`src/rtl/pim_act_load_ctrl.sv`:
```
// Activation-buffer load sequencer: fetches NUM_WORDS words from memory into the PIM
// activation buffer, then holds the buffer output enabled while the macro computes.
module pim_act_load_ctrl #(
    parameter int unsigned NUM_WORDS = 9,
    parameter int unsigned ADDR_W    = 32,
    parameter int unsigned CNT_W     = 8
) (
    input  logic              i_clk,
    input  logic              i_rst_n,
    input  logic              i_start,
    input  logic              i_abort,
    input  logic [ADDR_W-1:0] i_base_addr,
    output logic              o_busy,
    output logic              o_done,
    output logic              o_mem_req,
    output logic [ADDR_W-1:0] o_mem_addr,
    input  logic              i_mem_gnt,
    input  logic              i_mem_rvalid,
    input  logic [31:0]       i_mem_rdata,
    output logic              o_buf_busy,
    output logic              o_buf_in_en,
    output logic [CNT_W-1:0]  o_buf_counter,
    output logic [31:0]       o_buf_data,
    output logic              o_buf_out_en,
    output logic              o_pim_start,
    input  logic              i_pim_done
);

    typedef enum logic [2:0] {
        StIdle,
        StReq,
        StWait,
        StWr,
        StStart,
        StCompute,
        StDone,
        StDrain
    } state_e;

    localparam logic [CNT_W-1:0] LastIdx = CNT_W'(NUM_WORDS - 1);

    state_e            state_q, state_d;
    logic [CNT_W-1:0]  idx_q, idx_d;
    logic [ADDR_W-1:0] base_q, base_d;
    logic [31:0]       data_d;

    always_comb begin
        state_d = state_q;
        idx_d   = idx_q;
        base_d  = base_q;
        data_d  = o_buf_data;
        unique case (state_q)
            StIdle: begin
                if (i_start && !i_abort) begin
                    state_d = StReq;
                    base_d  = i_base_addr;
                    idx_d   = '0;
                end
            end
            StReq: begin
                // A grant already issued must have its read data drained
                if (i_abort) begin
                    state_d = i_mem_gnt ? StDrain : StIdle;
                end else if (i_mem_gnt) begin
                    state_d = StWait;
                end
            end
            StWait: begin
                if (i_abort) begin
                    state_d = StDrain;
                end else if (i_mem_rvalid) begin
                    data_d  = i_mem_rdata;
                    state_d = StWr;
                end
            end
            StWr: begin
                if (i_abort) begin
                    state_d = StIdle;
                end else if (idx_q == LastIdx) begin
                    state_d = StStart;
                end else begin
                    idx_d   = idx_q + CNT_W'(1);
                    state_d = StReq;
                end
            end
            StStart:   state_d = i_abort ? StIdle : StCompute;
            StCompute: begin
                if (i_abort) begin
                    state_d = StIdle;
                end else if (i_pim_done) begin
                    state_d = StDone;
                end
            end
            StDone:    state_d = StIdle;
            StDrain:   if (i_mem_rvalid) state_d = StIdle;
            default:   state_d = StIdle;
        endcase
    end

    // Outputs are decoded from the next state so they register in step with it.
    always_ff @(posedge i_clk) begin
        if (!i_rst_n) begin
            state_q       <= StIdle;
            idx_q         <= '0;
            base_q        <= '0;
            o_busy        <= 1'b0;
            o_done        <= 1'b0;
            o_mem_req     <= 1'b0;
            o_mem_addr    <= '0;
            o_buf_busy    <= 1'b0;
            o_buf_in_en   <= 1'b0;
            o_buf_counter <= '0;
            o_buf_data    <= '0;
            o_buf_out_en  <= 1'b0;
            o_pim_start   <= 1'b0;
        end else begin
            state_q       <= state_d;
            idx_q         <= idx_d;
            base_q        <= base_d;
            o_busy        <= (state_d != StIdle);
            o_done        <= (state_d == StDone);
            o_mem_req     <= (state_d == StReq);
            o_mem_addr    <= (state_d == StReq) ? base_d + (ADDR_W'(idx_d) << 2) : '0;
            o_buf_busy    <= (state_d != StIdle) && (state_d != StDrain);
            o_buf_in_en   <= (state_d == StWr);
            o_buf_counter <= (state_d == StIdle) ? '0 : idx_d;
            o_buf_data    <= data_d;
            o_buf_out_en  <= (state_d == StStart) || (state_d == StCompute);
            o_pim_start   <= (state_d == StStart);
        end
    end

endmodule

```
`config.mk`:
```
export PLATFORM = sky130hd
export DESIGN_NAME = pim_act_load_ctrl
export DESIGN_NICKNAME = d
export VERILOG_FILES = /design/src/rtl/pim_act_load_ctrl.sv
export SDC_FILE = /design/constraint.sdc
export NUM_CORES = 1
export LEC_CHECK = 0
export CELL_PAD_IN_SITES_DETAIL_PLACEMENT = 0
export CELL_PAD_IN_SITES_GLOBAL_PLACEMENT = 1
export CORE_MARGIN = 2
export CORE_UTILIZATION = 38
export CTS_CLUSTER_SIZE = 16
export DETAILED_ROUTE_END_ITERATION = 8
export PLACE_DENSITY = 0.95
export SLEW_MARGIN = 30
export SYNTH_ARGS = -nofsm -noshare
export SYNTH_HDL_FRONTEND = slang
export SYNTH_SLANG_ARGS = --single-unit
```
`constraint.sdc`:
```
create_clock -name i_clk -period 8.3 [get_ports i_clk]
set_clock_uncertainty 0.2 [all_clocks]
set_input_delay 2.49 -clock i_clk [delete_from_list [all_inputs] [get_ports i_clk]]
set_output_delay 2.49 -clock i_clk [all_outputs]
set_load 0.05 [all_outputs]
```
**Metal 1**

Scale bar: 20 um.
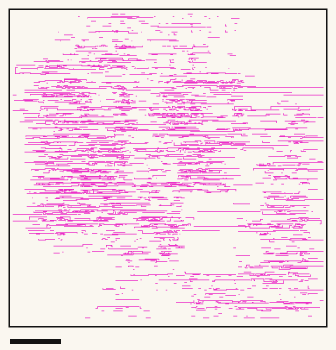
wire length on this layer: 6590 um
nets with wire on the layer: 759
share of all routed wire: 45%
routed wire length: 14790 um
vias: 5148
grt met1 use: 24.10%

**Pin map**

Scale bar: 20 um. Pins as bars across the die edge, other pins in gray.
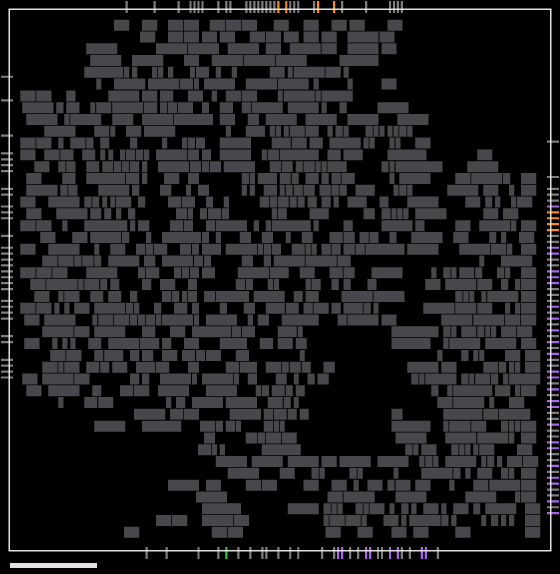
[`i_mem_rdata`] purple | pins: 32 | direction: input | edge: 24 right, 8 bottom
[`o_buf_counter`] orange | pins: 8 | direction: output | edge: 4 top, 4 right
[`o_buf_busy`] green | pins: 1 | direction: output | edge: bottom
all pins by edge: 58 right, 32 top, 31 left, 29 bottom

**Register map, names as in the netlist**

Scale bar: 20 um. Other sequential cells in the stronger gray, the rest of the logic in the fainter gray.
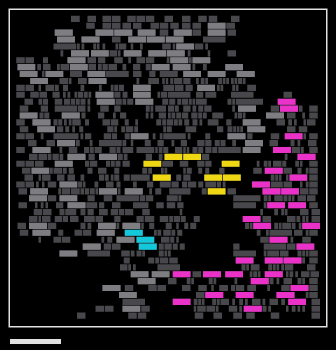
[`o_buf_data`] magenta | sequential cells: 32
[`state_q`] cyan | sequential cells: 3
[`idx_q`] yellow | sequential cells: 8 | where: middle
Seq group: 0.630 mW
flop share of the area: 31.68%

==> results_dict.tcl <==
# yosys + openroad results
set metrics [dict create \
    path_max_fanout 14 \
    buf_share_pct 20.38 \
    globalRouteMet2Util_pct 31.18 \
    ir_drop_mv 0.1463 \
    cp.required_ps 8450 \
    setup_viol 0 \
    htreeDepth 4 \
    hold_slack_ps 249.9 \
    lay_top_cells "clkdlybuf4s50_1 (149), dfxtp_1 (122), nand2_1 (100)" \
    finalHoldViolCount 0 \
    cts_setup_buffers 0 \
    comb_share_pct 36.55 \
    pg_clk_mw 0.730 \
    fmax_mhz 153.4 \
    drt-vias-per-instance 5.318 \
    reg.largest.list "base_q x32, o_buf_data x32, o_mem_addr x32" \
    flop-count 122 \
    rows 44 \
    cts_hold_buf 0 \
    cts-resized-gates 0 \
    wl_met3_um 943 \
    arrival_ps 6670 \
    top_cell "dfxtp_1" \
    ys_top_cells_by_count "dfxtp_1 (122), nand2_1 (100), nor2_1 (58)" \
    grt_pass1_wl_um 23980 \
    tightest_slew_ps 814.4 \
    crit_cells 14 \
    cts-root-buf "clkbuf_16" \
    non_clock_inverter_count 15 \
    hold_start "o_buf_data[10]" \
    syn_area_sq_um 5520 \
    setup_slack_ps 1780 \
    power_leader "clock" \
    ctsLongestPathBuffers 2 \
    clock_latency_ps 420 \
    max_stage_delay_ps 780 \
    coreArea_sq_um 14370 \
    r2r_cells 13 \
    status "finished clean" \
    ys_warn_count 0 \
    critical-path-top-delay-family "simple AND/OR/NAND/NOR gates" \
    finalPower_mw 1.636 \
    area_dominant_class "multi-input combinational cells" \
    r2r_start "state_q[2]" \
    cp-start-kind "primary input" \
    path_cells "clkdlybuf4s50_1 > or4_1 > nor2_8 > nor2_1 > a22oi_1 > inv_1 > ha_1 > o21ai_0 > o21bai_1 > o211ai_1 > buf_2 > buf_4 > nor4_1 > mux2i_1" \
    die_h_um 124.5 \
    grt_overflow 0 \
    grt.total_usage_pct 19.09 \
    reg2reg_to "o_mem_addr[25]" \
]
Power and IR drop assume default switching activity.
